[src/rtl/sr_flop_bank_if.sv]
`default_nettype none
// ============================================================================
// Module      : sr_flop_bank_if
// Description : Bundle of the per-channel request inputs and status outputs
//               of sr_flop_bank. The master drives requests; the slave (the
//               flop bank) returns state, edge pulses and conflict status.
// Revision    : 1.0 - initial release
// ============================================================================
interface sr_flop_bank_if #(
  parameter int CHANNELS = 8
);
  logic [CHANNELS-1:0] in_en;
  logic [CHANNELS-1:0] in_s;
  logic [CHANNELS-1:0] in_r;
  logic                conf_clr;
  logic [CHANNELS-1:0] out_q;
  logic [CHANNELS-1:0] out_q_bar;
  logic [CHANNELS-1:0] out_rise;
  logic [CHANNELS-1:0] out_fall;
  logic [CHANNELS-1:0] out_conflict;
  logic                out_any;

  modport master (
    output in_en, in_s, in_r, conf_clr,
    input  out_q, out_q_bar, out_rise, out_fall, out_conflict, out_any
  );

  modport slave (
    input  in_en, in_s, in_r, conf_clr,
    output out_q, out_q_bar, out_rise, out_fall, out_conflict, out_any
  );
endinterface
`default_nettype wire

[src/rtl/sr_flop_bank.sv]
`default_nettype none
// ============================================================================
// Module      : sr_flop_bank
// Description : Bank of CHANNELS edge-triggered SR state bits with per-channel
//               enable, selectable S=R=1 resolution (MODE), rise/fall event
//               pulses, sticky conflict status and a registered OR summary.
//               Optional macro SR_FLOP_BANK_SYNC_EN inserts a 2-flop
//               synchroniser on in_en/in_s/in_r (3-cycle input latency).
// Revision    : 1.0 - initial release
// ============================================================================
module sr_flop_bank #(
  parameter int CHANNELS = 8,
  parameter int MODE     = 0,
  parameter bit RESET_Q  = 1'b0
) (
  input logic           clk,
  input logic           reset,
  sr_flop_bank_if.slave bus
);

  logic [CHANNELS-1:0] w_en;
  logic [CHANNELS-1:0] w_s;
  logic [CHANNELS-1:0] w_r;
  logic [CHANNELS-1:0] w_next;
  logic [CHANNELS-1:0] w_conf_evt;

  logic [CHANNELS-1:0] r_q;
  logic [CHANNELS-1:0] r_rise;
  logic [CHANNELS-1:0] r_fall;
  logic [CHANNELS-1:0] r_conflict;
  logic                r_any;

`ifdef SR_FLOP_BANK_SYNC_EN
  logic [CHANNELS-1:0] r_en_meta;
  logic [CHANNELS-1:0] r_en_sync;
  logic [CHANNELS-1:0] r_s_meta;
  logic [CHANNELS-1:0] r_s_sync;
  logic [CHANNELS-1:0] r_r_meta;
  logic [CHANNELS-1:0] r_r_sync;

  // Two-stage synchronisers for the asynchronous request inputs
  always_ff @(posedge clk or negedge reset) begin
    if (!reset) begin
      r_en_meta <= '0;
      r_en_sync <= '0;
      r_s_meta  <= '0;
      r_s_sync  <= '0;
      r_r_meta  <= '0;
      r_r_sync  <= '0;
    end else begin
      r_en_meta <= bus.in_en;
      r_en_sync <= r_en_meta;
      r_s_meta  <= bus.in_s;
      r_s_sync  <= r_s_meta;
      r_r_meta  <= bus.in_r;
      r_r_sync  <= r_r_meta;
    end
  end

  assign w_en = r_en_sync;
  assign w_s  = r_s_sync;
  assign w_r  = r_r_sync;
`else
  assign w_en = bus.in_en;
  assign w_s  = bus.in_s;
  assign w_r  = bus.in_r;
`endif

  // Resolution of a simultaneous set and reset request for one channel
  function automatic logic f_resolve(input logic q);
    case (MODE)
      0:       return 1'b1;
      1:       return 1'b0;
      3:       return ~q;
      default: return q;
    endcase
  endfunction

  // Next-state and conflict-event decode; a disabled channel never looks at
  // its S/R bits, so unknowns there cannot leak into state or status
  always_comb begin
    w_next     = r_q;
    w_conf_evt = '0;
    for (int i = 0; i < CHANNELS; i++) begin
      if (w_en[i]) begin
        case ({w_s[i], w_r[i]})
          2'b10: w_next[i] = 1'b1;
          2'b01: w_next[i] = 1'b0;
          2'b11: begin
            w_next[i]     = f_resolve(r_q[i]);
            w_conf_evt[i] = 1'b1;
          end
          default: w_next[i] = r_q[i];
        endcase
      end
    end
  end

  // Channel state, edge pulses, sticky conflict (set beats clear) and OR flag
  always_ff @(posedge clk or negedge reset) begin
    if (!reset) begin
      r_q        <= {CHANNELS{RESET_Q}};
      r_rise     <= '0;
      r_fall     <= '0;
      r_conflict <= '0;
      r_any      <= RESET_Q;
    end else begin
      r_q        <= w_next;
      r_rise     <= w_next & ~r_q;
      r_fall     <= ~w_next & r_q;
      r_conflict <= (r_conflict & ~{CHANNELS{bus.conf_clr}}) | w_conf_evt;
      r_any      <= |w_next;
    end
  end

  assign bus.out_q        = r_q;
  assign bus.out_q_bar    = ~r_q;
  assign bus.out_rise     = r_rise;
  assign bus.out_fall     = r_fall;
  assign bus.out_conflict = r_conflict;
  assign bus.out_any      = r_any;

endmodule
`default_nettype wire

[src/flat_wrapper.sv]
// flat-port wrapper written by rule: the top's interface ports become plain ports
module sr_flop_bank_flat 
#(
  parameter int CHANNELS = 8,
  parameter int MODE     = 0,
  parameter bit RESET_Q  = 1'b0
)
  (clk, reset, bus_in_en, bus_in_s, bus_in_r, bus_conf_clr, bus_out_q, bus_out_q_bar, bus_out_rise, bus_out_fall, bus_out_conflict, bus_out_any);
  sr_flop_bank_if #(.CHANNELS(CHANNELS)) bus_i ();
  input logic clk;
  input logic reset;
  input wire logic [$bits(bus_i.in_en)-1:0] bus_in_en;
  input wire logic [$bits(bus_i.in_s)-1:0] bus_in_s;
  input wire logic [$bits(bus_i.in_r)-1:0] bus_in_r;
  input wire logic [$bits(bus_i.conf_clr)-1:0] bus_conf_clr;
  output wire logic [$bits(bus_i.out_q)-1:0] bus_out_q;
  output wire logic [$bits(bus_i.out_q_bar)-1:0] bus_out_q_bar;
  output wire logic [$bits(bus_i.out_rise)-1:0] bus_out_rise;
  output wire logic [$bits(bus_i.out_fall)-1:0] bus_out_fall;
  output wire logic [$bits(bus_i.out_conflict)-1:0] bus_out_conflict;
  output wire logic [$bits(bus_i.out_any)-1:0] bus_out_any;
  assign bus_i.in_en = bus_in_en;
  assign bus_i.in_s = bus_in_s;
  assign bus_i.in_r = bus_in_r;
  assign bus_i.conf_clr = bus_conf_clr;
  assign bus_out_q = bus_i.out_q;
  assign bus_out_q_bar = bus_i.out_q_bar;
  assign bus_out_rise = bus_i.out_rise;
  assign bus_out_fall = bus_i.out_fall;
  assign bus_out_conflict = bus_i.out_conflict;
  assign bus_out_any = bus_i.out_any;
  sr_flop_bank #(.CHANNELS(CHANNELS), .MODE(MODE), .RESET_Q(RESET_Q)) u_core (.clk(clk), .reset(reset), .bus(bus_i));
endmodule
[config.mk]
export PLATFORM = sky130hd
export DESIGN_NAME = sr_flop_bank_flat
export DESIGN_NICKNAME = d
export VERILOG_FILES = /design/src/rtl/sr_flop_bank_if.sv /design/src/rtl/sr_flop_bank.sv /design/src/flat_wrapper.sv
export SDC_FILE = /design/constraint.sdc
export NUM_CORES = 1
export LEC_CHECK = 0
export ABC_AREA = 1
export CAP_MARGIN = 20
export CORE_MARGIN = 1
export CORE_UTILIZATION = 30
export CTS_CLUSTER_SIZE = 10
export DETAILED_ROUTE_END_ITERATION = 8
export PLACE_DENSITY = 0.67
export SYNTH_ARGS = -nofsm -noshare
export SYNTH_HDL_FRONTEND = slang
export SYNTH_SLANG_ARGS = --single-unit
[constraint.sdc]
create_clock -name clk -period 1 [get_ports clk]
set_clock_uncertainty 0.1 [all_clocks]
set_input_delay 0.2 -clock clk [delete_from_list [all_inputs] [get_ports clk]]
set_output_delay 0.2 -clock clk [all_outputs]
set_load 0.005 [all_outputs]
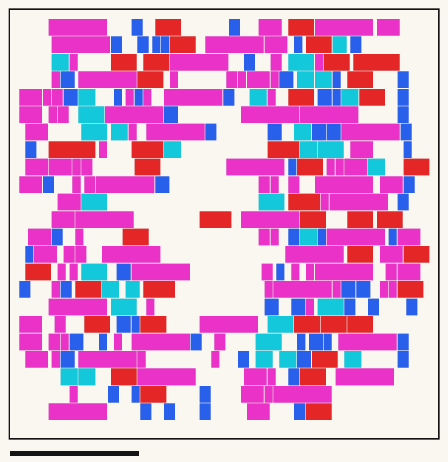
sizing.png
Bar = 20 um.
Key: x2 = blue [cells 71, share 28%]; x6 and larger = red [cells 40, share 16%]; x3 and x4 = cyan [cells 31, share 12%]; x1 and smaller = magenta [cells 115, share 45%]
post-route cell area: 2487 um^2
Final WS setup: -0.2400 ns
nonclk buf count: 113

==> Changelog: implementation <==
### Changed

- CTS tree: yes
- Comb power frac: 0.306
- Max Buffers Root-to-Sink: 2
- Critical Path AT: 1.31 ns
- CTS Root Cell: clkbuf_8
- Post-synth cell types: 8
- Avg Synthesized Cell Area: 9.209 um^2
- Flops & latches, synth: 33
- Crit path time final: 1.240 ns
- Area fraction in compound gates: 0.03197
- Synth Area in Adders: 0
- Xor+xnor area frac: 0
- Basic Gates by Area: 0.2128
- Sequential fraction of the synthesis area: 0.6593
- P_int: 2.583 mW
- Syn nets: 163
- Ant. Diodes: 0
- Gr ovfl total: 0
- Routed vias: 1265
- Total Power: 3.520 mW
- Final WS setup: -0.2400 ns
- CP Launch Type: register
- Fmax: 0.8065 GHz
- OpenROAD warning count: 28
- Synth warn: 0
- Gp weighted congestion: 0.6997
- Die Height: 66.61 um
- Vias in the first global route: 1211
- Hold Vio Cnt, Final: 0
- Crit path max fanout: 3
- Area growth syn-to-layout: 98.60%
- WL final: 3.385 mm
- MUX share of area: 0
- First drt pass iteration count: 4
- Crit share post-route: 1.240
- Setup TNS: -5.321 ns
- Syn Inst Count: 136
- Clock Power Share: 0.267
- Total track usage: 0.1596
- Setup violators final: 54
- Nets: 283
- Worst-margin pin slew: 0.1671 ns
- H-tree depth: 2
- PD cells: 1415 nW/um^2
- Initial antenna violation count: 0
- Pin count of the biggest net entering global routing: 34
- Count of input and output buffers: 67
- CTS Buf Count: 5
- Boundary Pins: 68
- RSZ-0062 raised after global routing: true
- Outcome: complete, but fails checks
- Yosys Instances: 136
- Pre-CTS WS: -0.4243 ns
- Failing checks: setup timing
- Peak supply drop: 0.6772 mV
- FP Util: 0.3131
- Switch share: 0.2664
- Reg power frac: 0.427
- Fin. max-slew vios: 0
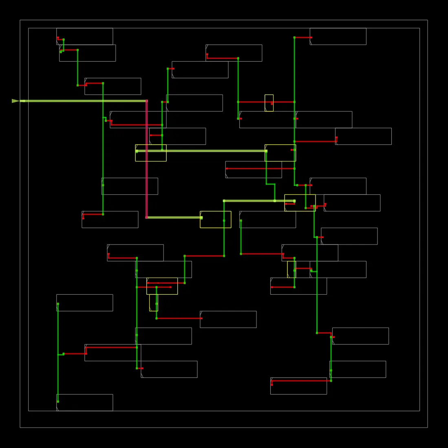
clock_nets.png
Latency at later pin: 0.27 ns
Sinks on Clock Net: 33
# clk buffers: 8
Clk. pwr: 0.939 mW

==> per-stage QoR <==
step,utilization,instances,hold slack [ns]
2_1_floorplan,-,136,-0.1956
3_3_place_gp,0.5333,270,0.06796
3_5_place_dp,0.5333,270,0.07160
4_1_cts,0.5521,293,0.3108
5_1_grt,0.6218,307,0.3320
6_report,0.6218,307,0.3070
==> synth_stat cells, drive strengths merged <==
master | instances | area, um^2
nand2 | 45 | 188.9
dfrtp | 33 | 825.8
inv | 32 | 120.1
nor2 | 10 | 37.54
nand3 | 8 | 40.04
o21ai | 8 | 40.04
==> placed cells by master (no fill, tap or decap), types with 5 or more instances in the layout <==
cell | netlist | layout
nand2_2 | 8 | 16
nand2_1 | 37 | 19
dfrtp_1 | 33 | 33
nor2_1 | 10 | 6
buf_4 | 0 | 18
clkdlybuf4s50_1 | 0 | 25
inv_2 | 5 | 18
buf_6 | 0 | 33
o21ai_0 | 8 | 8
clkbuf_8 | 0 | 5
inv_1 | 27 | 12
nand3_1 | 8 | 8
buf_2 | 0 | 34
nand2_4 | 0 | 10
==> power by group through the flow <==
stage,sequential [mW],clock (mW),combinational (mW)
finish,1.50,0.939,1.08
global route,1.51,1.04,1.18
CTS,1.50,0.975,0.823
detailed placement,1.53,0,0.780
global placement,1.53,0,0.770
floorplan,1.56,0,0.171
==> registers in the layout (all words and copies together) (netlist names) <==
signal                   cells
u_core.bus.out_conflict      8
u_core.bus.out_fall          8
u_core.bus.out_q             8
u_core.bus.out_rise          8
u_core.bus.out_any           1
==> cell type report <==
cell class,instances,area [um^2]
clock buffer,8,80.08
fill,342,1513
inverter,32,125.1
multi-input combinational,71,416.7
sequential,33,825.8
tap,50,62.56
timing repair buffer,113,977.2
==> worst paths after layout <==
path	start	cells after the start	endpoint	slack, ns
worst max-delay path	u_core.bus.out_q[6]	8	u_core.bus.out_any	-0.24
worst min-delay path	reset	3	u_core.bus.out_rise[6]	0.31
worst max register to register	u_core.bus.out_q[6]	8	u_core.bus.out_any	-0.24
worst min register to register	u_core.bus.out_conflict[7]	2	u_core.bus.out_conflict[7]	0.43
max in group asynchronous	reset	3	u_core.bus.out_conflict[4]	0.32
min in group clk	bus_in_s[1]	3	u_core.bus.out_conflict[1]	0.42
==> logic make-up after synthesis <==
logic type	count (synthesis)
flip-flops	33
buffers and inverters	32
AND/OR/NAND/NOR	63
AND-OR/OR-AND	8
==> per-layer routing <==
layer  global-route usage  vias to the layer above  part of all wire
li1                     -                      637                 -
met3              0.05308                        2             0.066
met4              0.04787                        0            0.0056
met5                    0                        -                 0
met2               0.2626                       46              0.54
met1               0.1963                      580              0.39
==> worst max-delay path, stage by stage (launching register included) <==
cell and delay (ns):
dfrtp_1 0.40, buf_6 0.13, buf_6 0.11, nand2_4 0.06, nand2_4 0.06, inv_4 0.06
nand2_2 0.04, nor2_2 0.11, nand2_1 0.06
==> what timing repair did <==
action | 4_1_cts | 5_1_grt
buffers inserted | 15 | 16
pin swaps | 6 | 18
gates resized | 195 | 49
setup endpoints to repair | 43 | 55
hold buffers | 1 | 0
endpoints found under the hold margin | 33 | 0
Power figures rest on the tool's default switching activity, not on a simulated workload.
